`config.mk`:
```
export PLATFORM = sky130hd
export DESIGN_NAME = clock_gate_ctrl
export DESIGN_NICKNAME = d
export VERILOG_FILES = /design/src/rtl/cg_pkg.sv /design/src/rtl/cg_channel.sv /design/src/rtl/clock_gate.sv /design/src/rtl/clock_gate_ctrl.sv
export SDC_FILE = /design/constraint.sdc
export NUM_CORES = 1
export LEC_CHECK = 0
export ABC_AREA = 0
export CORE_MARGIN = 5
export CORE_UTILIZATION = 60
export CTS_CLUSTER_SIZE = 25
export DETAILED_ROUTE_END_ITERATION = 10
export PLACE_DENSITY = 0.84
export SYNTH_ARGS = -nofsm -noshare
export SYNTH_HDL_FRONTEND = slang
export SYNTH_SLANG_ARGS = --single-unit
export TNS_END_PERCENT = 20
```
`constraint.sdc`:
```
create_clock -name sys_clk_i -period 3.35 [get_ports sys_clk_i]
set_clock_uncertainty 0.1 [all_clocks]
set_input_delay 0.335 -clock sys_clk_i [delete_from_list [all_inputs] [get_ports sys_clk_i]]
set_output_delay 0.335 -clock sys_clk_i [all_outputs]
set_load 0.005 [all_outputs]
```
`src/rtl/cg_pkg.sv`:
```
// cg_pkg: shared types and default parameters for the clock-gate controller.
//   cg_state_e      per-channel gate FSM state (OFF/WAIT/ON/IDLE)
//   CG_*_DEF        default values for the clock_gate_ctrl parameters
package cg_pkg;

  typedef enum logic [1:0] {
    S_OFF  = 2'd0,
    S_WAIT = 2'd1,
    S_ON   = 2'd2,
    S_IDLE = 2'd3
  } cg_state_e;

  localparam int CG_NUM_CLKS_DEF   = 4;
  localparam int CG_IDLE_CNT_W_DEF = 8;
  localparam int CG_STAGGER_DEF    = 2;

endpackage

```
`src/rtl/cg_channel.sv`:
```
// cg_channel: one gated-clock channel -- request FSM plus idle-timeout counter.
// Ports:
//   clk, rst       clock and synchronous active-high reset
//   req            level clock request
//   grant          wake-up grant from the arbiter (only honoured in WAIT)
//   idle_timeout   cycles to linger in IDLE after req falls
//   wait_req       channel is in WAIT and still requesting (arbiter candidate)
//   active         registered: channel is ON or IDLE
//   active_nxt     next-state decode of active (for derived registered enables)
module cg_channel
  import cg_pkg::*;
#(
  parameter int IDLE_CNT_W = CG_IDLE_CNT_W_DEF
) (
  input  logic                  clk,
  input  logic                  rst,
  input  logic                  req,
  input  logic                  grant,
  input  logic [IDLE_CNT_W-1:0] idle_timeout,
  output logic                  wait_req,
  output logic                  active,
  output logic                  active_nxt
);

  cg_state_e             state_q, state_d;
  logic [IDLE_CNT_W-1:0] cnt_q, cnt_d;

  always_ff @(posedge clk) begin
    if (rst) begin
      state_q <= S_OFF;
      cnt_q   <= '0;
      active  <= 1'b0;
    end else begin
      state_q <= state_d;
      cnt_q   <= cnt_d;
      active  <= active_nxt;
    end
  end

  always_comb begin
    state_d = state_q;
    cnt_d   = cnt_q;
    unique case (state_q)
      S_OFF:  if (req) state_d = S_WAIT;
      // A dropped request leaves WAIT without ever being a grant candidate.
      S_WAIT: begin
        if (!req)       state_d = S_OFF;
        else if (grant) state_d = S_ON;
      end
      S_ON: begin
        if (!req) begin
          state_d = S_IDLE;
          cnt_d   = '0;
        end
      end
      // Compare before increment: the counter stops at the timeout, never wraps.
      S_IDLE: begin
        if (req)                       state_d = S_ON;
        else if (cnt_q == idle_timeout) state_d = S_OFF;
        else                           cnt_d   = cnt_q + 1'b1;
      end
      default: state_d = S_OFF;
    endcase
  end

  assign wait_req   = (state_q == S_WAIT) && req;
  assign active_nxt = (state_d == S_ON) || (state_d == S_IDLE);

endmodule

```
`src/rtl/clock_gate.sv`:
```
// clock_gate: glitch-free clock gate cell.
// Ports:
//   clk   free-running clock
//   en    enable, launched from the rising edge of clk
//   gclk  gated clock
// BEHAVIORAL_LATCH=0 captures en on the falling edge so it is stable through
// the whole high phase; =1 uses a transparent-low latch (classic ICG model).
module clock_gate #(
  parameter bit BEHAVIORAL_LATCH = 1'b0
) (
  input  logic clk,
  input  logic en,
  output logic gclk
);

  generate
    if (BEHAVIORAL_LATCH) begin : g_latch
      logic en_l;
      always_latch begin
        if (!clk) en_l <= en;
      end
      assign gclk = clk & en_l;
    end else begin : g_flop
      logic en_q;
      always_ff @(negedge clk) en_q <= en;
      assign gclk = clk & en_q;
    end
  endgenerate

endmodule

```
`src/rtl/clock_gate_ctrl.sv`:
```
// clock_gate_ctrl: per-channel clock gating with staggered wake-up.
// Ports:
//   sys_clk_i       clock (rising edge)
//   sys_reset_i     synchronous active-high reset
//   bypass_i        force all enables on (only with CLK_GATE_CTRL_BYPASS_EN)
//   req_i           per-channel clock request (level)
//   idle_timeout_i  cycles a channel stays enabled after its request drops
//   ack_o           per-channel clock-running acknowledge (registered)
//   clk_en_o        per-channel gate enable (registered)
//   gated_clk_o     gated copies of sys_clk_i
// Optional feature macro: CLK_GATE_CTRL_BYPASS_EN.
module clock_gate_ctrl
  import cg_pkg::*;
#(
  parameter int NUM_CLKS       = CG_NUM_CLKS_DEF,
  parameter int IDLE_CNT_W     = CG_IDLE_CNT_W_DEF,
  parameter int STAGGER_CYCLES = CG_STAGGER_DEF
) (
  input  logic                  sys_clk_i,
  input  logic                  sys_reset_i,
`ifdef CLK_GATE_CTRL_BYPASS_EN
  input  logic                  bypass_i,
`endif
  input  logic [NUM_CLKS-1:0]   req_i,
  input  logic [IDLE_CNT_W-1:0] idle_timeout_i,
  output logic [NUM_CLKS-1:0]   ack_o,
  output logic [NUM_CLKS-1:0]   clk_en_o,
  output logic [NUM_CLKS-1:0]   gated_clk_o
);

  localparam int          STG_W    = (STAGGER_CYCLES > 1) ? $clog2(STAGGER_CYCLES) : 1;
  localparam logic [STG_W-1:0] STG_LOAD = STG_W'(STAGGER_CYCLES - 1);

  logic [NUM_CLKS-1:0] wait_req, grant, active, active_nxt;
  logic [STG_W-1:0]    stag_q;

  // Lowest-index WAIT channel wins, and only once the stagger window is over.
  always_comb begin
    grant = '0;
    if (stag_q == '0) begin
      for (int i = 0; i < NUM_CLKS; i++) begin
        if (wait_req[i] && (grant == '0)) grant[i] = 1'b1;
      end
    end
  end

  always_ff @(posedge sys_clk_i) begin
    if (sys_reset_i)           stag_q <= '0;
    else if (|grant)           stag_q <= STG_LOAD;
    else if (stag_q != '0)     stag_q <= stag_q - 1'b1;
  end

  generate
    for (genvar i = 0; i < NUM_CLKS; i++) begin : g_ch
      cg_channel #(
        .IDLE_CNT_W (IDLE_CNT_W)
      ) u_ch (
        .clk          (sys_clk_i),
        .rst          (sys_reset_i),
        .req          (req_i[i]),
        .grant        (grant[i]),
        .idle_timeout (idle_timeout_i),
        .wait_req     (wait_req[i]),
        .active       (active[i]),
        .active_nxt   (active_nxt[i])
      );

      clock_gate #(
        .BEHAVIORAL_LATCH (1'b0)
      ) u_cg (
        .clk  (sys_clk_i),
        .en   (clk_en_o[i]),
        .gclk (gated_clk_o[i])
      );
    end
  endgenerate

  assign ack_o = active;

`ifdef CLK_GATE_CTRL_BYPASS_EN
  // Bypass only overrides the gate enables; the FSMs and ack_o are untouched.
  always_ff @(posedge sys_clk_i) begin
    if (sys_reset_i)   clk_en_o <= '0;
    else if (bypass_i) clk_en_o <= '1;
    else               clk_en_o <= active_nxt;
  end
`else
  assign clk_en_o = active;
`endif

endmodule

```
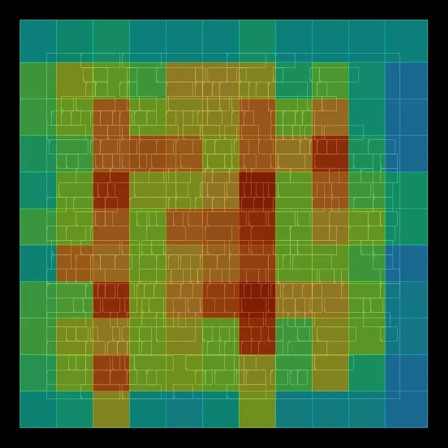
*Track usage over the die, run 1*
mean routed wirelength per cell: 14.28 um
met2 Use GR: 30.90%

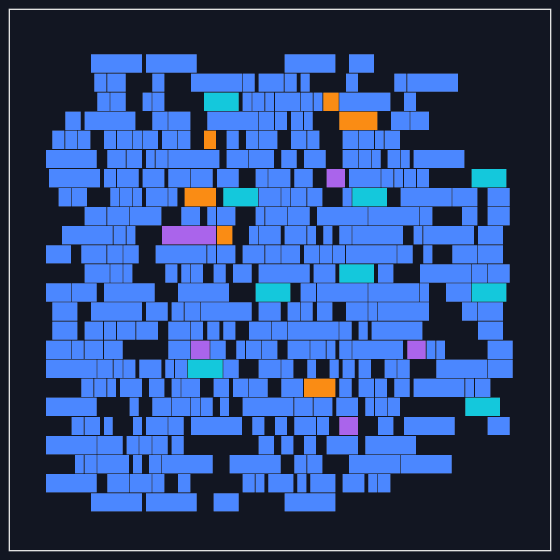
*Cell sizes after repair, run 1*
| colour | size | cells | share |
|---|---|---|---|
| cyan | drive 6 and up | 9 | 2.6% |
| orange | drive 2 | 6 | 1.8% |
| purple | drive 3 to 4 | 5 | 1.5% |
| blue | drive 1 or less | 321 | 94% |
synthesis-to-finish area growth: 11.19%
cell area after layout: 0.002995 sq mm
final worst slack: 0.07266 ns
Buffers, non-clock: 25

==> results.txt, run 1 <==
fresh numbers from the pnr run: gr usage total 19.72%, FP Core Util about three fifths, Seq cells 49, Worst-path clk slew approximately 0.080 ns, Placement Cell Area roughly 0.0028 sq mm, Post-Syn Nets about 340, initial antenna violation count 0, crit path capture gated_clk_o[2], Slew @ Worst Pin around 0.8 ns, Tot Pwr 1.289 mW, Slew headroom a little under half, Min-Delay Endpoint stag_q, EDFF count, synth 0, WP depth 2, Clock-cell share 6.349%, Dominant Register Cell dfxtp_1, Netlist Area Pre-Place approximately 0.0027 sq mm, HP Class flop to flop, FF+latch count, synth slightly below 50, WL met2 between 2 and 3 mm, Seq/total area roughly a third, crit end category output port, top cells by count dfxtp_1 (49), a21oi_1 (44), xnor2_1 (32), nand2_1 (30), max incr delay on CP around 0.29 ns, clock buffers 16, gr busiest metal met2, number of flip-flops in the largest register 32, Slowest-stage cell, CP dfxtp_1, Reg2Reg Setup Slack 1.20 ns, worst r2r dst g_ch[1].u_cg.g_flop.en_q, Finished Layout Cells between 300 and 400, worst-path fanout max 1, Yosys top cell by instances dfxtp_1, non-clk buf share 8.020%, DRT antenna net count 0, worst hold start stag_q, max capacitance violation total 0, worst setup path startpoint g_ch[2].u_cg.g_flop.en_q, DR vias/cell slightly below 6, die width 77.01 um, status complete, no violations, Top Registers g_ch.u_ch.cnt_q x32, g_ch.u_ch.state_q x8, CP top delay family flip-flops, Combinational Area roughly 0.0015 sq mm, Pins Over Slew Limit 0, first-pass GRT wire length 9.397 mm, Commonest Layout Cell dfxtp_1, critical path required time 2.91 ns, YS chip area around 0.0027 sq mm
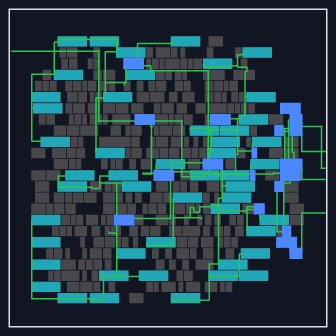
*Clock wires, drivers and flops, run 1*
[cyan] flip-flops | count: 49
[green] clock wires | length: 794 um
[blue] cells driving clock nets | count: 21
flops lie: widely spread
routed clock nets: 22

[run 1: report_power, final]
part / internal (mW) / switching [mW] / total, mW
logic: 0.0748 / 0.0782 / 0.153
clock network: 0.271 / 0.239 / 0.509
registers: 0.605 / 0.0213 / 0.627
total: 0.951 / 0.338 / 1.29
[run 1: repair_timing]
action,CTS,global route
setup endpoints to repair,8,0
gates resized,4,0
hold buffers,0,0
[run 1: cell families (layout without fill, tap and decap cells)]
kind of cell	Yosys count	count (layout)	synth area share, %
AND-OR/OR-AND	83	83	18.39
multiplexers	2	2	0.7432
adder cells (fa/ha/maj)	4	4	1.858
AND/OR/NAND/NOR	112	112	22.81
XOR/XNOR	34	34	11.05
flip-flops	49	49	36.41
buffers and inverters	41	57	8.731
## Run 2: what changed since run 1
--- a/config.mk
+++ b/config.mk
@@ -7,10 +7,10 @@
 export LEC_CHECK = 0
 export ABC_AREA = 0
 export CORE_MARGIN = 5
-export CORE_UTILIZATION = 60
+export CORE_UTILIZATION = 42
 export CTS_CLUSTER_SIZE = 25
 export DETAILED_ROUTE_END_ITERATION = 10
-export PLACE_DENSITY = 0.84
+export PLACE_DENSITY = 0.63
 export SYNTH_ARGS = -nofsm -noshare
 export SYNTH_HDL_FRONTEND = slang
 export SYNTH_SLANG_ARGS = --single-unit
==> constraint.sdc (replaced) <==
create_clock -name sys_clk_i -period 4.3 [get_ports sys_clk_i]
set_clock_uncertainty 0.1 [all_clocks]
set_input_delay 0.43 -clock sys_clk_i [delete_from_list [all_inputs] [get_ports sys_clk_i]]
set_output_delay 0.43 -clock sys_clk_i [all_outputs]
set_load 0.005 [all_outputs]
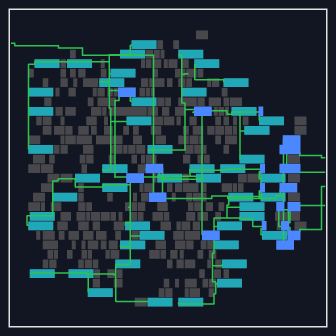
*Clock wires, drivers and flops, run 2*
later-pin clock latency in the skew report: 0.41 ns
Clock group: 0.469 mW

==> results.txt, run 2 <==
fresh numbers from the pnr run: Post-Syn Nets 343, Yosys top cell by instances dfxtp_1, worst-path fanout max 1, YS chip area about 0.0027 sq mm, top cells by count dfxtp_1 (49), a21oi_1 (44), xnor2_1 (32), nand2_1 (30), Adder-Cell Fraction of Synth Area between 1.5 and 2%, Worst-path clk slew 0.09 ns, Complex Gates by Area 18.39%, non-clk buf share around 7.2%, Top Registers g_ch.u_ch.cnt_q x32, g_ch.u_ch.state_q x8, WL met2 about 2.5 mm, cell area after layout 0.003040 sq mm, status complete, no violations, Main logic family simple AND/OR/NAND/NOR gates, Pint between 0.8 and 0.9 mW, FF+latch count, synth approximately 49, Pwr top sequential cells, Slew @ Worst Pin between 1 and 1.5 ns, gr usage total between 10 and 15%, Combinational Area roughly 0.0015 sq mm, area fraction in mux cells less than 1%, Comb power 0.117 mW, Pins Over Slew Limit 0, crit end category output port, total of cells resized after clock tree synthesis 0
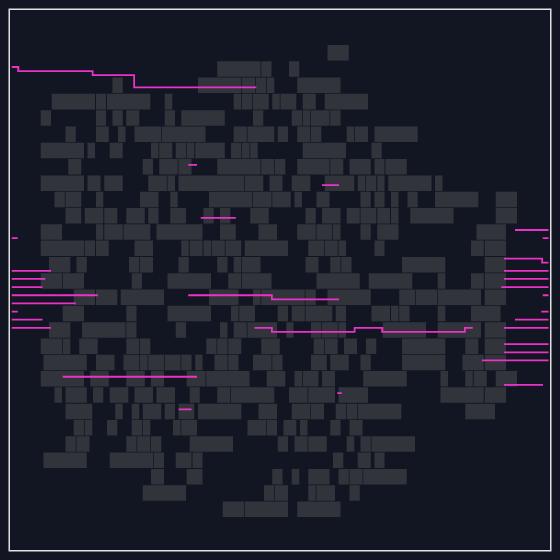
*M3 wires, run 2*
wire length on this layer: 276 um
nets with wire on the layer: 27

## run 2: path summary, 6_finish.rpt
| check | slack [ns] | startpoint | end | cells past startpoint |
|---|---|---|---|---|
| worst max-delay path | 0.23 | g_ch[1].u_cg.g_flop.en_q | gated_clk_o[1] | 2 |
| worst min-delay path | 0.33 | stag_q | stag_q | 1 |
| worst max register to register | 1.67 | g_ch[1].u_ch.active | g_ch[1].u_cg.g_flop.en_q | 0 |
| worst min register to register | 0.33 | stag_q | stag_q | 1 |
## run 2: worst max-delay path, cell delays in order (launching register included)
cell             delay (ns)
dfxtp_1                0.29
and2_1                 0.12
clkdlybuf4s50_1        0.50
Power figures rest on the tool's default switching activity, not on a simulated workload.
